==> config.mk <==
export PLATFORM = sky130hd
export DESIGN_NAME = ram512_loader
export DESIGN_NICKNAME = d
export VERILOG_FILES = /design/src/rtl/ram512_loader.sv
export SDC_FILE = /design/constraint.sdc
export NUM_CORES = 1
export LEC_CHECK = 0
export CORE_MARGIN = 1.5
export CORE_UTILIZATION = 45
export DETAILED_ROUTE_END_ITERATION = 10
export GPL_ROUTABILITY_DRIVEN = 1
export GPL_TIMING_DRIVEN = 0
export PLACE_DENSITY = 0.8
export SYNTH_ARGS = -nofsm -noshare
export SYNTH_HDL_FRONTEND = slang
export SYNTH_SLANG_ARGS = --single-unit
==> constraint.sdc <==
create_clock -name clk -period 2.35 [get_ports clk]
set_input_delay 0.47 -clock clk [delete_from_list [all_inputs] [get_ports clk]]
set_output_delay 0.47 -clock clk [all_outputs]
set_load 0.005 [all_outputs]
==> src/rtl/ram512_loader.sv <==
// ram512_loader: write master that fills the 512-word data RAM from a byte stream.
// Bytes arrive over rx_valid/rx_ready and are packed in pairs, high byte first.
// Each pair becomes one 16-bit RAM write at consecutive addresses from base_addr.
// Build option RAM512_LOADER_VERIFY_EN reads each word back after writing it.
// On a mismatch the load aborts and a sticky error flag is raised.
module ram512_loader #(
  parameter int ADDR_W = 9,
  parameter int CNT_W  = 10
) (
  input  logic              clk,
  input  logic              rst,
  input  logic              start,
  input  logic [ADDR_W-1:0] base_addr,
  input  logic [CNT_W-1:0]  word_count,
  input  logic [7:0]        rx_data,
  input  logic              rx_valid,
  output logic              rx_ready,
  output logic [15:0]       ram_in,
  output logic [ADDR_W-1:0] ram_address,
  output logic              ram_load,
  input  logic [15:0]       ram_out,
  output logic              busy,
  output logic              done,
  output logic              error,
  output logic [CNT_W-1:0]  words_written
);

  localparam logic [CNT_W-1:0]  MAX_WORDS = CNT_W'(2 ** ADDR_W);
  localparam logic [CNT_W-1:0]  CNT_ONE   = CNT_W'(1);
  localparam logic [ADDR_W-1:0] ADDR_ONE  = ADDR_W'(1);

  typedef enum logic [2:0] {
    ST_IDLE,
    ST_HI,
    ST_LO,
    ST_WR,
    ST_VFY,
    ST_ADV,
    ST_FIN
  } state_t;

  state_t state_reg, state_next;

  logic [CNT_W-1:0]  remaining_reg;
  logic [CNT_W-1:0]  words_written_reg;
  logic [ADDR_W-1:0] addr_reg;
  logic [15:0]       data_reg;
  logic              error_reg;

  logic rx_ready_reg, rx_ready_next;
  logic ram_load_reg, ram_load_next;
  logic busy_reg, busy_next;
  logic done_reg, done_next;

  logic             xfer;
  logic             verify_fail;
  logic [CNT_W-1:0] count_clamped;

  // A byte moves only when the source offers and we are in a byte-collecting state.
  assign xfer = rx_valid && rx_ready_reg;

  // Requests beyond the RAM size are trimmed to one full pass of the RAM.
  assign count_clamped = (word_count > MAX_WORDS) ? MAX_WORDS : word_count;

`ifdef RAM512_LOADER_VERIFY_EN
  // Read-back check: the RAM output reflects the word just written at this address.
  assign verify_fail = (ram_out != data_reg);
`else
  assign verify_fail = 1'b0;
  // Read data is not needed without read-back verification.
  logic unused_ram_out;
  assign unused_ram_out = ^ram_out;
`endif

  // State register together with the registered control outputs.
  always_ff @(posedge clk) begin
    if (rst) begin
      state_reg    <= ST_IDLE;
      rx_ready_reg <= 1'b0;
      ram_load_reg <= 1'b0;
      busy_reg     <= 1'b0;
      done_reg     <= 1'b0;
    end else begin
      state_reg    <= state_next;
      rx_ready_reg <= rx_ready_next;
      ram_load_reg <= ram_load_next;
      busy_reg     <= busy_next;
      done_reg     <= done_next;
    end
  end

  // Next-state logic: collect high byte, low byte, write, optional check, advance.
  always_comb begin
    state_next = state_reg;
    case (state_reg)
      ST_IDLE: if (start) state_next = (count_clamped == '0) ? ST_FIN : ST_HI;
      ST_HI:   if (xfer) state_next = ST_LO;
      ST_LO:   if (xfer) state_next = ST_WR;
`ifdef RAM512_LOADER_VERIFY_EN
      ST_WR:   state_next = ST_VFY;
      ST_VFY:  state_next = verify_fail ? ST_FIN : ST_ADV;
`else
      ST_WR:   state_next = ST_ADV;
`endif
      ST_ADV:  state_next = (remaining_reg == CNT_ONE) ? ST_FIN : ST_HI;
      ST_FIN:  state_next = ST_IDLE;
      default: state_next = ST_IDLE;
    endcase
  end

  // Output decode from the upcoming state so every output leaves a flop.
  always_comb begin
    rx_ready_next = (state_next == ST_HI) || (state_next == ST_LO);
    ram_load_next = (state_next == ST_WR);
    busy_next     = (state_next != ST_IDLE);
    done_next     = (state_reg == ST_FIN);
  end

  // Datapath: address, word assembly, counters and the sticky error flag.
  always_ff @(posedge clk) begin
    if (rst) begin
      remaining_reg     <= '0;
      words_written_reg <= '0;
      addr_reg          <= '0;
      data_reg          <= '0;
      error_reg         <= 1'b0;
    end else begin
      case (state_reg)
        ST_IDLE: begin
          if (start) begin
            addr_reg          <= base_addr;
            remaining_reg     <= count_clamped;
            words_written_reg <= '0;
            error_reg         <= 1'b0;
          end
        end
        ST_HI: if (xfer) data_reg[15:8] <= rx_data;
        ST_LO: if (xfer) data_reg[7:0]  <= rx_data;
`ifdef RAM512_LOADER_VERIFY_EN
        ST_VFY: if (verify_fail) error_reg <= 1'b1;
`endif
        ST_ADV: begin
          words_written_reg <= words_written_reg + CNT_ONE;
          remaining_reg     <= remaining_reg - CNT_ONE;
          addr_reg          <= addr_reg + ADDR_ONE;
        end
        default: ;
      endcase
    end
  end

  assign rx_ready      = rx_ready_reg;
  assign ram_in        = data_reg;
  assign ram_address   = addr_reg;
  assign ram_load      = ram_load_reg;
  assign busy          = busy_reg;
  assign done          = done_reg;
  assign error         = error_reg;
  assign words_written = words_written_reg;

endmodule

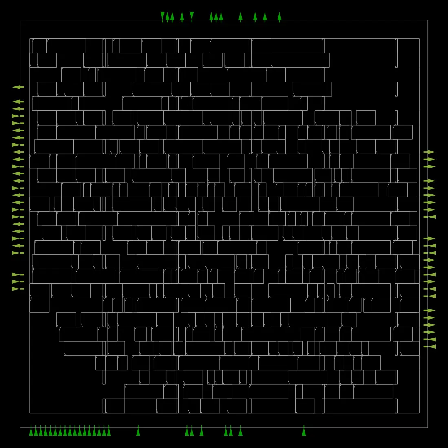
Figure 1: run 1, cell outlines without signal wires.
Placement Rows: 26
Layout Utilization: 0.653
Post-Layout Cell Count: 427
flip-flops: 52

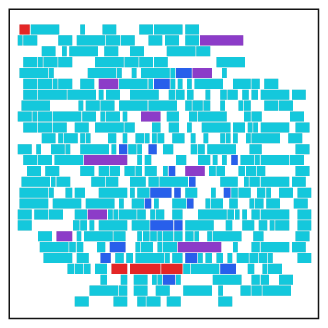
Figure 2: run 1, cells by drive strength.
Scale: 4 px per um.
[cyan] x1 and smaller | cells: 325
[blue] x2 | cells: 19
[purple] x6 and larger | cells: 9
[red] x3 and x4 | cells: 4
buffers outside the clock class: 84
Area Growth Syn to Fin: 38.1%

==> job_summary.md, run 1 <==
### Metrics collected by this job

| Metric | Value |
|---|---|
| Comb_multi_in | `209` |
| First-pass GRT wire length | `10.6 mm` |
| Number of flip-flops in the largest register | `16` |
| R2r endpoint | `remaining_reg[3]$_SDFFE_PP0P_` |
| Largest logic family | `simple AND/OR/NAND/NOR gates` |
| Log Warnings | `43` |
| Worst reg2reg path depth | `5` |
| PD cells | `590 mW/mm2` |
| Detailed Route WL | `6.35 mm` |
| Synth warnings | `0` |
| Initial drt markers | `123` |
| Largest cell class by area | `logic gates` |
| Post-placement cell area | `0.00324 mm2` |
| Syn Inst Count | `280` |
| Layout cells sized above 1 | `0.0896` |
| Pin count of the biggest net entering global routing | `17` |
| Crit Path Max Fanout | `10` |
| Post-synth top cells | `dfxtp_1, nor2_1, nand2_1, a21oi_1, mux2i_1` |
| Area leader share | `0.423` |
| Most common cell in the netlist | `dfxtp_1` |
| GRT Residual Overflow | `0` |
| Initial antenna violation count | `0` |
| WL/cell | `14.9 um` |
| Mux share | `0.0849` |
| Tightest Hold Check Type | `reg -> reg` |
| Synthesized area | `0.00246 mm2` |
| Clock buffers and inverters, area share | `0.0468` |
| Clk_skew | `0.00689 ns` |
| Pre-Place Util | `0.473` |
| Antenna diodes | `0` |
| Die extent in x | `77.0 um` |
| Met1 usage | `0.279` |
| Final number of setup-violating endpoints | `0` |
| Largest cells by area | `dfxtp_1, nor2_1, mux2i_1, nand2_1, a21oi_1` |
| Hold Path Cell Cnt | `2` |
| Number of enable flip-flop cells | `0` |
| Final Wtd Congestion | `0.855` |
| Hpwl dp | `4.66 mm` |
| Metal2 WL | `2.90 mm` |
| Logic area | `0.00133 mm2` |
| FF-to-FF setup slack | `0.48 ns` |
| Worst vdd ir | `0.000375 V` |
| Most frequent cells in the layout | `clkdlybuf4s50_1, dfxtp_1, nor2_1, nand2_1, a21oi_1` |
| Status | `finished, final reports clean` |
| CORE AREA | `0.00520 mm2` |
| Post-route DRC | `0` |
| RSZ-0062 raised after global routing | `false` |
| Num CTS Buffers | `5` |
| Placed Cells | `419` |
| Post-synthesis async set-or-reset flop share | `0` |
| Top Metal Used | `met4` |
| Post-synth cell types | `53` |
| Crit path kind | `in -> reg` |
| Post-CTS sizing | `0` |
| Post-CTS Hold Buffers | `0` |
| Worst hold margin | `0.503 ns` |
| CP startpoint | `start` |
| Max-cap violations | `0` |
| CTS tree | `built` |
| Dominant Register Cell | `dfxtp_1` |
| Sw Share | `0.220` |
| Leading area contributor after synthesis | `dfxtp_1` |
| Gr usage total | `0.225` |
| Comb pwr share | `0.117` |
| Synthesized area per cell | `8.79 um2` |
| Crit path DAT | `2.30 ns` |
| Ys cells | `280` |
| Leakage power | `1.15 nW` |
| Crit path to | `remaining_reg[3]$_SDFFE_PP0P_` |
| Sink Count | `52` |
| Req. time, crit path | `2.53 ns` |
| Clock network power share | `0.417` |
| Fillers | `474` |
| H-Tree Depth | `2` |
| Xor/xnor share | `0` |
| Clk slew on worst S/H paths | `0.09 ns` |
| Logic share of the area | `0.391` |
| CLK BUF | `5` |
| Setup slack after layout | `0.229 ns` |
| Slew Viols, Final | `0` |
| Final hold viol count | `0` |
| YS chip area | `0.00246 mm2` |
| Fmax | `472 MHz` |
| Register area | `0.00104 mm2` |
| Worst-Margin Slew | `0.652 ns` |
| Fraction of the mapped netlist area in adder cells | `0.0203` |
| Placement Setup Slack | `-0.0817 ns` |
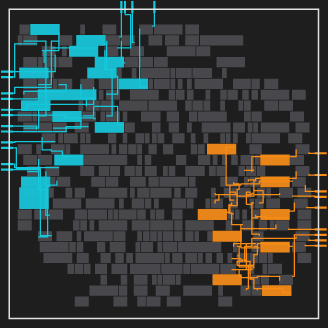
Figure 3: run 1, I/O nets highlighted.
Scale: 4 px per um.
[cyan] ram_in | direction: output | edge: 12 west, 4 north | end cells: 16 | buffers: 16 | wire: 463 um
[orange] ram_address | direction: output | edge: east | end cells: 9 | buffers: 9 | wire: 335 um
Ports: 87
port buffer count: 69

## run 1: cell families after synthesis
| kind of cell | Yosys count |
|---|---|
| fa+ha+maj | 4 |
| other cells | 1 |
| mux | 20 |
| flops | 52 |
| buf+inv | 19 |
| compound gates | 61 |
| simple gates | 123 |
## run 1: power groups by stage
stage                     sequential [mW]  clock [mW]  combinational [mW]
after floorplan                     0.950           0               0.114
after global placement              0.953           0               0.230
after global routing                0.940       0.884               0.257
after CTS                           0.934       0.843               0.234
after detailed placement            0.954           0               0.233
final                               0.934       0.836               0.234
## run 1: worst max-delay path, cell delays in order
cell             delay (ns)
clkdlybuf4s50_1        0.50
or4b_1                 0.48
buf_2                  0.23
clkbuf_1               0.30
o311ai_0               0.20
a21oi_1                0.11
==> inputs of run 2 (changes only) <==
--- a/config.mk
+++ b/config.mk
@@ -5,7 +5,7 @@
 export SDC_FILE = /design/constraint.sdc
 export NUM_CORES = 1
 export LEC_CHECK = 0
-export CORE_MARGIN = 1.5
+export CORE_MARGIN = 8
 export CORE_UTILIZATION = 45
 export DETAILED_ROUTE_END_ITERATION = 10
 export GPL_ROUTABILITY_DRIVEN = 1
==> constraint.sdc (replaced) <==
create_clock -name clk -period 2.09 [get_ports clk]
set_input_delay 0.418 -clock clk [delete_from_list [all_inputs] [get_ports clk]]
set_output_delay 0.418 -clock clk [all_outputs]
set_load 0.005 [all_outputs]
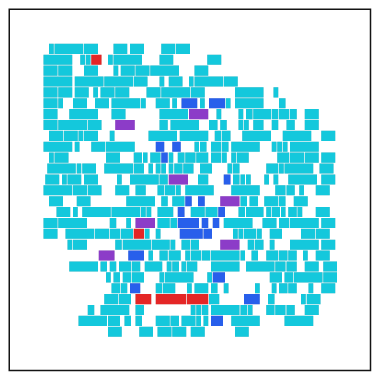
Figure 4: run 2, cells by drive strength.
Scale: 4 px per um.
[purple] x6 and larger | cells: 7
[red] x3 and x4 | cells: 5
[blue] x2 | cells: 20
[cyan] x1 and smaller | cells: 325
Area Growth Syn to Fin: 35.6%
setup slack after layout: 0.111 ns

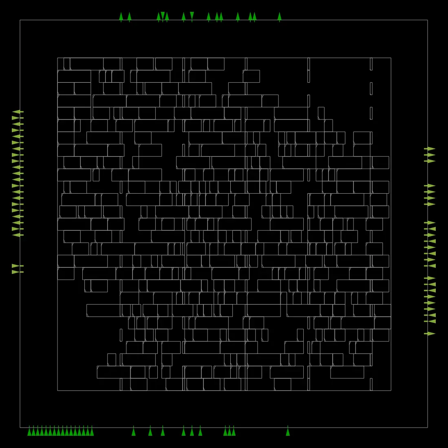
Figure 5: run 2, cell outlines without signal wires.
CORE AREA: 0.00541 mm2
Post-Layout Cell Count: 429

==> run 2 against run 1 <==
Compared with the run above: hold slack worse by 0.0032 ns; clock power is 29% lower; core utilization is 3.6 points lower; largest power group unchanged; sequential share of layout area is 0.56 points higher; flip-flop count stayed put.
==> job_summary.md, run 2 <==
### Metrics collected by this job

| Metric | Value |
|---|---|
| Detailed Route WL | `6.71 mm (+5.7%)` |
| Fmax | `505 MHz` |
| CP Depth | `5 (-1)` |
| Post-route DRC | `0 (unchanged)` |
| Leading area contributor after synthesis | `dfxtp_1` |
| Initial antenna violation count | `0 (unchanged)` |
| Layout cells sized above 1 | `0.0896 (unchanged)` |
| Fraction of the mapped netlist area in adder cells | `0.0203 (unchanged)` |
| Num CTS Buffers | `5 (unchanged)` |
| Worst reg2reg path depth | `5 (unchanged)` |
| Clock buffers and inverters, area share | `0.0281 (-0.0186)` |
| Xor/xnor share | `0 (unchanged)` |
| Met1 usage | `0.193 (-0.0863)` |
| YS chip area | `0.00246 mm2 (unchanged)` |
| PD cells | `572 mW/mm2 (-3.1%)` |
| Tightest Hold Check Type | `reg -> reg` |
| Log Warnings | `43 (unchanged)` |
| H-Tree Depth | `2 (unchanged)` |
| Final number of setup-violating endpoints | `0 (unchanged)` |
| Port buffer count | `69 (unchanged)` |
| Synth warnings | `0 (unchanged)` |
| Status | `finished, final reports clean` |
| Synthesized area | `0.00246 mm2 (unchanged)` |
| Clock network power share | `0.310 (-0.107)` |
| Register area | `0.00104 mm2 (unchanged)` |
| Pwr top | `registers` |
| RSZ-0062 raised after global routing | `false` |
| Die extent in x | `90.0 um (+17%)` |
| Comb pwr share | `0.139 (+0.022)` |
| GRT Residual Overflow | `0 (unchanged)` |
| Metal2 WL | `2.98 mm (+3.0%)` |
| Seq pwr | `1.05 mW (+10%)` |
| Post-CTS Hold Buffers | `0 (unchanged)` |
| Most frequent cells in the layout | `clkdlybuf4s50_1, dfxtp_1, nor2_1, nand2_1, a21oi_1` |
| Mux share | `0.0849 (unchanged)` |
| Layout Utilization | `0.617 (-0.0355)` |
| Number of flip-flops in the largest register | `16 (unchanged)` |
| Fillers | `485 (+2.3%)` |
| CP startpoint | `start` |
| Post-CTS sizing | `0 (unchanged)` |
| Most common cell in the netlist | `dfxtp_1` |
[run 2: cell counts after synthesis]
No cell type changed its count.
[run 2: worst min-delay path by stage]
stage | slack (ns) | to | start
after floorplan | 0.49 | ram_in[0]$_SDFFE_PP0P_ | ram_in[0]$_SDFFE_PP0P_
after global placement | 0.47 | ram_in[1]$_SDFFE_PP0P_ | ram_in[1]$_SDFFE_PP0P_
after detailed placement | 0.49 | ram_in[0]$_SDFFE_PP0P_ | ram_in[0]$_SDFFE_PP0P_
after CTS | 0.51 | ram_in[0]$_SDFFE_PP0P_ | ram_in[0]$_SDFFE_PP0P_
after global routing | 0.54 | ram_in[8]$_SDFFE_PP0P_ | ram_in[8]$_SDFFE_PP0P_
final | 0.50 | ram_in[8]$_SDFFE_PP0P_ | ram_in[8]$_SDFFE_PP0P_
No activity file was given, so power comes from the tool's default toggle rates.
